**src/rtl/vec_pkg.sv**
```systemverilog
// Shared vector-pipeline types: default geometry, lane sequencer state and micro-op record.
package vec_pkg;

  localparam int unsigned VLEN_MAX   = 64;
  localparam int unsigned REG_ADDR_W = 5;
  localparam int unsigned OP_W       = 6;
  localparam int unsigned VL_W       = $clog2(VLEN_MAX + 1);
  localparam int unsigned ELEM_W     = $clog2(VLEN_MAX);

  typedef enum logic [0:0] {
    IDLE,
    ISSUE
  } lane_seq_state_e;

  typedef struct packed {
    logic [OP_W-1:0]       op;
    logic [REG_ADDR_W-1:0] vd;
    logic [REG_ADDR_W-1:0] vs1;
    logic [REG_ADDR_W-1:0] vs2;
    logic [ELEM_W-1:0]     elem;
    logic [ELEM_W-1:0]     lidx;
    logic                  we;
    logic                  last;
  } lane_uop_t;

endpackage

```
**src/rtl/lane_seq.sv**
```systemverilog
// Per-lane element sequencer: expands one vector instruction into this lane's element micro-ops.
// Optional per-element masking is built when VEC_MASK_EN is defined.
module lane_seq #(
  parameter int unsigned NUM_LANES  = 4,
  parameter int unsigned LANE_ID    = 0,
  parameter int unsigned VLEN_MAX   = vec_pkg::VLEN_MAX,
  parameter int unsigned REG_ADDR_W = vec_pkg::REG_ADDR_W,
  parameter int unsigned OP_W       = vec_pkg::OP_W,
  localparam int unsigned VL_W      = $clog2(VLEN_MAX + 1),
  localparam int unsigned ELEM_W    = $clog2(VLEN_MAX)
) (
  input  logic                  clk,
  input  logic                  reset,
  input  logic                  in_valid,
  output logic                  in_ready,
  input  logic [OP_W-1:0]       in_op,
  input  logic [REG_ADDR_W-1:0] in_vd,
  input  logic [REG_ADDR_W-1:0] in_vs1,
  input  logic [REG_ADDR_W-1:0] in_vs2,
  input  logic [VL_W-1:0]       in_vl,
`ifdef VEC_MASK_EN
  input  logic                  in_vm,
  input  logic [VLEN_MAX-1:0]   in_mask,
`endif
  output logic                  uop_valid,
  input  logic                  uop_ready,
  output logic [OP_W-1:0]       uop_op,
  output logic [REG_ADDR_W-1:0] uop_vd,
  output logic [REG_ADDR_W-1:0] uop_vs1,
  output logic [REG_ADDR_W-1:0] uop_vs2,
  output logic [ELEM_W-1:0]     uop_elem,
  output logic [ELEM_W-1:0]     uop_lidx,
  output logic                  uop_we,
  output logic                  uop_last,
  output logic                  done
);

  import vec_pkg::*;

  lane_seq_state_e       r_state;
  logic [VL_W-1:0]       r_vl;
  logic [ELEM_W-1:0]     r_elem;
  logic [ELEM_W-1:0]     r_lidx;
  logic [OP_W-1:0]       r_op;
  logic [REG_ADDR_W-1:0] r_vd;
  logic [REG_ADDR_W-1:0] r_vs1;
  logic [REG_ADDR_W-1:0] r_vs2;
  logic                  r_valid;
  logic                  r_last;
  logic                  r_done;

  logic [VL_W-1:0]   w_vl_clamp;
  logic [VL_W:0]     w_first_end;
  logic [VL_W:0]     w_next_end;
  logic              w_has_elems;
  logic [ELEM_W-1:0] w_elem_nxt;
  logic              w_hs;

  assign w_vl_clamp  = (in_vl > VL_W'(VLEN_MAX)) ? VL_W'(VLEN_MAX) : in_vl;
  assign w_has_elems = {1'b0, w_vl_clamp} > (VL_W+1)'(LANE_ID);
  // End-of-instruction compares run one bit wider than vl so elem + stride never wraps.
  assign w_first_end = (VL_W+1)'(LANE_ID + NUM_LANES);
  assign w_next_end  = (VL_W+1)'(r_elem) + (VL_W+1)'(2 * NUM_LANES);
  assign w_elem_nxt  = r_elem + ELEM_W'(NUM_LANES);
  assign w_hs        = r_valid & uop_ready;

  always_ff @(posedge clk) begin
    if (reset) begin
      r_state <= IDLE;
      r_valid <= 1'b0;
      r_done  <= 1'b0;
      r_last  <= 1'b0;
      r_elem  <= '0;
      r_lidx  <= '0;
      r_vl    <= '0;
      r_op    <= '0;
      r_vd    <= '0;
      r_vs1   <= '0;
      r_vs2   <= '0;
    end else begin
      r_done <= 1'b0;
      unique case (r_state)
        IDLE: begin
          if (in_valid) begin
            r_op  <= in_op;
            r_vd  <= in_vd;
            r_vs1 <= in_vs1;
            r_vs2 <= in_vs2;
            r_vl  <= w_vl_clamp;
            if (w_has_elems) begin
              r_state <= ISSUE;
              r_valid <= 1'b1;
              r_elem  <= ELEM_W'(LANE_ID);
              r_lidx  <= '0;
              r_last  <= w_first_end >= {1'b0, w_vl_clamp};
            end else begin
              r_done <= 1'b1;
            end
          end
        end
        ISSUE: begin
          if (w_hs) begin
            r_elem <= w_elem_nxt;
            r_lidx <= r_lidx + ELEM_W'(1);
            r_last <= w_next_end >= {1'b0, r_vl};
            if (r_last) begin
              r_state <= IDLE;
              r_valid <= 1'b0;
              r_done  <= 1'b1;
            end
          end
        end
        default: r_state <= IDLE;
      endcase
    end
  end

`ifdef VEC_MASK_EN
  logic                r_vm;
  logic [VLEN_MAX-1:0] r_mask;
  logic                r_we;

  // Write enable is looked up one element ahead so it is registered alongside elem.
  always_ff @(posedge clk) begin
    if (reset) begin
      r_vm   <= 1'b0;
      r_mask <= '0;
      r_we   <= 1'b0;
    end else if ((r_state == IDLE) && in_valid) begin
      r_vm   <= in_vm;
      r_mask <= in_mask;
      r_we   <= in_vm | in_mask[LANE_ID];
    end else if (w_hs) begin
      r_we   <= r_vm | r_mask[w_elem_nxt];
    end
  end

  assign uop_we = r_we;
`else
  assign uop_we = 1'b1;
`endif

  assign in_ready  = (r_state == IDLE);
  assign uop_valid = r_valid;
  assign uop_op    = r_op;
  assign uop_vd    = r_vd;
  assign uop_vs1   = r_vs1;
  assign uop_vs2   = r_vs2;
  assign uop_elem  = r_elem;
  assign uop_lidx  = r_lidx;
  assign uop_last  = r_last;
  assign done      = r_done;

endmodule

```
**config.mk**
```make
export PLATFORM = sky130hd
export DESIGN_NAME = lane_seq
export DESIGN_NICKNAME = d
export VERILOG_FILES = /design/src/rtl/vec_pkg.sv /design/src/rtl/lane_seq.sv
export SDC_FILE = /design/constraint.sdc
export NUM_CORES = 1
export LEC_CHECK = 0
export CORE_MARGIN = 3
export CORE_UTILIZATION = 53
export DETAILED_ROUTE_END_ITERATION = 8
export DONT_BUFFER_PORTS = 1
export GPL_TIMING_DRIVEN = 0
export PLACE_DENSITY_LB_ADDON = 0.08
export SYNTH_ARGS = -nofsm -noshare
export SYNTH_HDL_FRONTEND = slang
export SYNTH_SLANG_ARGS = --single-unit
```
**constraint.sdc**
```tcl
create_clock -name clk -period 1.6 [get_ports clk]
set_input_delay 0.16 -clock clk [delete_from_list [all_inputs] [get_ports clk]]
set_output_delay 0.16 -clock clk [all_outputs]
set_load 0.05 [all_outputs]
```
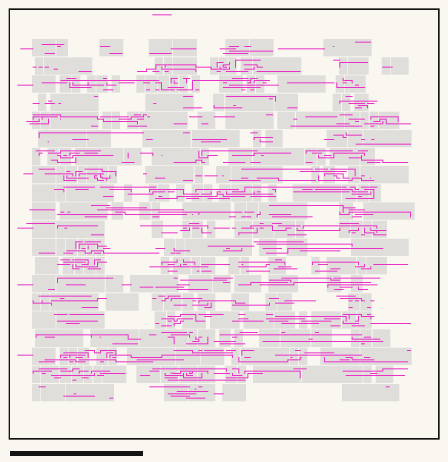
Figure 1: run 1, signal wires on met1.
Scale bar: 20 µm.
main direction: horizontal
share of all routed wire: 39%
longest straight run: 21.2 µm
routed vias: 1,605
M1 GR Usage: 22.9%
final wirelength: 4.39 mm

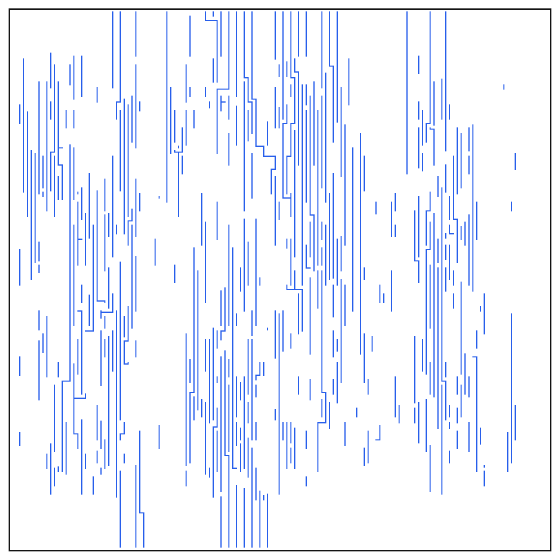
Figure 2: run 1, M2 wires.
share of all routed wire: 52%
longest straight run: 28.1 µm
GR Util met2: 39.4%

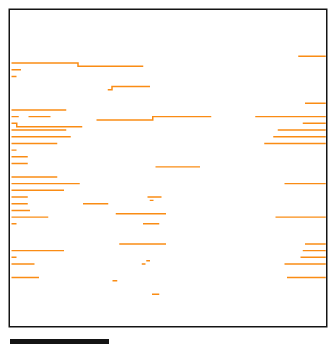
Figure 3: run 1, metal 3.
Scale bar: 20 µm.
wire length on this layer: 349 µm
nets with wire on the layer: 47
main direction: horizontal
met3 Resource Use GR: 7.91%

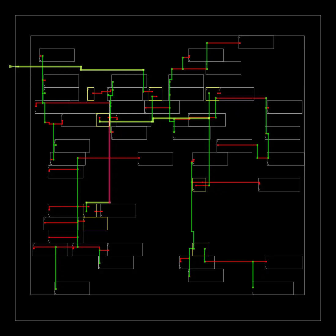
Figure 4: run 1, clock wiring as the flow saved it.
Clock Latency Late Sink: 340 ps
TritonCTS Buffers: 5
clk pwr: 0.000559 W
Setup Skew: 11.4 ps

==> impl_metrics.ini, run 1 <==
; yosys + openroad results
[status]
status = finished with violations
violations = setup timing

[clock_network]
htreeDepth = 2
clkTransAtPathRegs_ps = 130
root_buffer = clkbuf_4
post-cts-setup-buffers = 0
cts_hold_buf = 29
cts_tree = done

[setup_path]
setup.worst_path.class = flip-flop to flip-flop
critPathArrivalTime_ps = 1910
r2r_setup_slack_ps = -90
cpMaxStageDelayCell = dfxtp_4
r2r-start = uop_elem[3]
cpPeakStageDelay_ps = 440
startpoint_type = flip-flop
worst_r2r_path_depth = 7
path_buffers = 0
path_max_fanout = 6

[die]
die_h_um = 64.1
core_um2 = 3130
io_pins = 70

[synth]
flop_cell = dfxtp_1
ys_seq_share_pct = 46.9
ys_sh_xor_pct = 2.93
synthTopCellsByCount = nand2_1 (61), dfxtp_1 (42), a21oi_1 (36)
ys_cells = 218
synthMuxAreaShare_pct = 0
yosys_warnings = 0
synth.avg_cell_area_um2 = 8.22
edf_count = 0
yosys.area_share.adder_pct = 5.59
top_area_cell = dfxtp_1
synth_top_area_share_pct = 46.9

[min_path]
hold_end = uop_valid
holdPathStages = 2
worstHoldStart = in_vl[2]

[pwr]
seqPwrFrac_pct = 60.6
internal_power_w = 0.00142
clkPwrFrac_pct = 27.1
power_leader = registers
vdd_drop_max_mv = 0.646
combPwrFrac_pct = 12.3
comb-power_w = 0.000254

[final_timing]
setup_slack_ps = -91.4
finalMaxSlewViolations = 0
layout_min_cycle_time_ps = 1690
worst_slew_pin_slew_ps = 589
tns_ps = -91.4
rsz0062_at_grt = true
finalSetupViolCount = 1
timing.final.crit_share_pct = 106

[placed_design]
dp_cells = 263
dp_slack_ps = -227
placed_area_um2 = 1870
io_buffers = 0

[cells_and_area]
fin_area_um2 = 2280
seq_share_pct = 37.4
nFillCells = 230
mostFrequentLayoutCells = nand2_1 (60), dfxtp_1 (36), a21oi_1 (35), dlygate4sd3_1 (30), ha_1 (7)
final.clkbuf_count = 7
nonClkBufAreaFrac_pct = 16.5
sh_comb_area_pct = 39.6
final_nets = 297
inv_count = 7
layoutNonFillerInstCount = 302
regMostFlops = r_vl
logic_area_um2 = 902

[global_routing]
grt-ovfl-total = 0
grt_max_degree = 14

[job]
cap_violations = 0
log.warning_count = 28

[route]
wl_met2_mm = 2.26
drt-initial-drc-count = 65
wl_per_cell_um = 14.5
drc = 0
Figure 5. Sizing map (run 1).
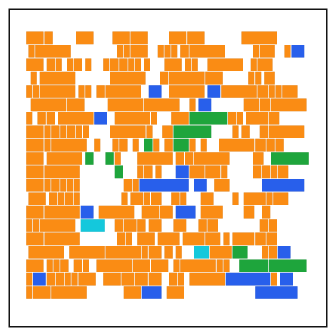

==> inputs of run 2 (changes only) <==
--- a/config.mk
+++ b/config.mk
@@ -5,6 +5,7 @@
 export SDC_FILE = /design/constraint.sdc
 export NUM_CORES = 1
 export LEC_CHECK = 0
+export CAP_MARGIN = 20
 export CORE_MARGIN = 3
 export CORE_UTILIZATION = 53
 export DETAILED_ROUTE_END_ITERATION = 8
==> constraint.sdc (replaced) <==
create_clock -name clk -period 1.7 [get_ports clk]
set_input_delay 0.17 -clock clk [delete_from_list [all_inputs] [get_ports clk]]
set_output_delay 0.17 -clock clk [all_outputs]
set_load 0.05 [all_outputs]
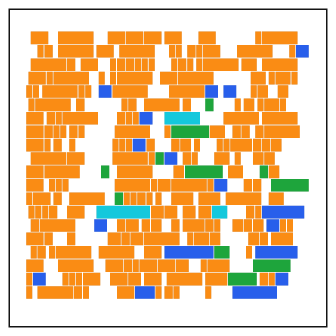
Figure 6: run 2, sizing map.
[green] x2 | cells: 11
[cyan] x6 and larger | cells: 3
[orange] x1 and smaller | cells: 227
[blue] x3 and x4 | cells: 17

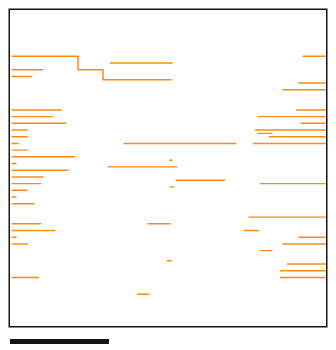
Figure 7: run 2, metal 3.
Scale bar: 20 µm.
nets with wire on the layer: 45
main direction: horizontal
wire length on this layer: 378 µm
share of all routed wire: 8.5%
longest straight run: 22.5 µm

==> run 2 against run 1 <==
Compared with the run above:
- the flow still finishes with violations (setup timing)
- highest routed layer unchanged
- critical path depth stayed put
- sequential share of layout area is 0.35 points lower
- count of clock-buffer cells in the layout is 2 lower
- largest power group unchanged
- die area stayed put
==> impl_metrics.ini, run 2 <==
; yosys + openroad results
[pwr]
internal_power_w = 0.00144
vdd_drop_max_mv = 0.708
clkPwrFrac_pct = 31.4
p_seq_w = 0.00117
combPwrFrac_pct = 11.7
p_leak_nw = 0.874
comb-power_w = 0.000242
seqPwrFrac_pct = 56.9
power_leader = registers
power_w = 0.00206
p_clk_w = 0.000647

[final_timing]
rsz0062_at_grt = true
fin_skew_ps = 4.86
worst_slew_pin_slew_ps = 597
layout_min_cycle_time_ps = 1740
max_freq_ghz = 0.574
timing.final.crit_share_pct = 102
finalMaxSlewViolations = 0
setup_slack_ps = -41.2
tns_ps = -41.2
finalSetupViolCount = 1

[cells_and_area]
nonClkBufAreaFrac_pct = 16.2
final.clkbuf_count = 5
n_sequential_cell = 42
inv_count = 7
mostFrequentLayoutCells = nand2_1 (60), dfxtp_1 (36), a21oi_1 (35), dlygate4sd3_1 (29), ha_1 (7)
nFillCells = 238
top_area_cell_class = combinational gates
fin_area_um2 = 2300
layoutNonFillerInstCount = 302
area_delta_synth_final_pct = 28.5
seq_share_pct = 37.1
regMostFlops = r_vl
logic_area_um2 = 908
final_nets = 297
sh_comb_area_pct = 39.5
lay_top_count = nand2_1
drive_above_1_share_pct = 12.0
fin_util_pct = 73.6

[die]
core_um2 = 3130
die_area_um2 = 4110
io_pins = 70
fp.dieW_um = 64.1
die_h_um = 64.1

[job]
cap_violations = 0
log.warning_count = 28

[status]
status = finished with violations
violations = setup timing

[route]
num_vias = 1633
wl_met2_mm = 2.33
wl_per_cell_um = 14.7
drt-initial-drc-count = 93
antenna_left = 0
dr.max_layer_used = met4
drt-met1-wl_mm = 1.68
wl_mm = 4.43
drc = 0

[synth]
flop_cell = dfxtp_1
yosys.area_share.adder_pct = 5.59
ys_sh_xor_pct = 2.93
yosys_warnings = 0
ys_ff = 42
ys_seq_share_pct = 46.9
synth.cellmix.simpleShare_pct = 24.6
edf_count = 0
synth.avg_cell_area_um2 = 8.22
synthTopCellsByCount = nand2_1 (61), dfxtp_1 (42), a21oi_1 (36)
synthMuxAreaShare_pct = 0
synth_top_area_share_pct = 46.9
ys_cells = 218
top_area_cell = dfxtp_1

[setup_path]
worst_r2r_path_depth = 7
cpPeakStageDelay_ps = 440
r2r_setup_slack_ps = -40
path_max_fanout = 6
setup.worst_path.class = flip-flop to flip-flop
cpMaxStageDelayCell = dfxtp_4
worst-path-stages = 7
cp_cell_sequence = ha_4, xor2_2, ha_1, a21oi_2, nor2b_1, o31ai_1, a311oi_1
r2r-end = uop_last
r2r-start = uop_elem[3]
startpoint_type = flip-flop
critPathArrivalTime_ps = 1970
path_buffers = 0
cp-startpoint = uop_elem[3]

[placed_design]
dp_cells = 263
io_buffers = 0
placed_area_um2 = 1860
dp_slack_ps = -185

[clock_network]
htreeDepth = 2
root_buffer = clkbuf_4
worstSkewPairLatency_ps = 340
cts_hold_buf = 29
post-cts-setup-buffers = 0
cts_sinks = 42
clkTransAtPathRegs_ps = 130
cts_tree = done
cts_buffers = 5

[min_path]
holdPathStages = 2
worstHoldStart = in_vl[2]
hold_end = uop_valid

[global_routing]
grt_max_degree = 20
grt_usage_pct = 22.9
grt_use_met3_pct = 9.14
grt-ovfl-total = 0
grt_pass1_vias = 1683
grt_busiest_layer = met2
gr-usage-met2_pct = 42.1
grt_util_met1_pct = 23.4
Power is estimated from default activity; no workload was simulated.
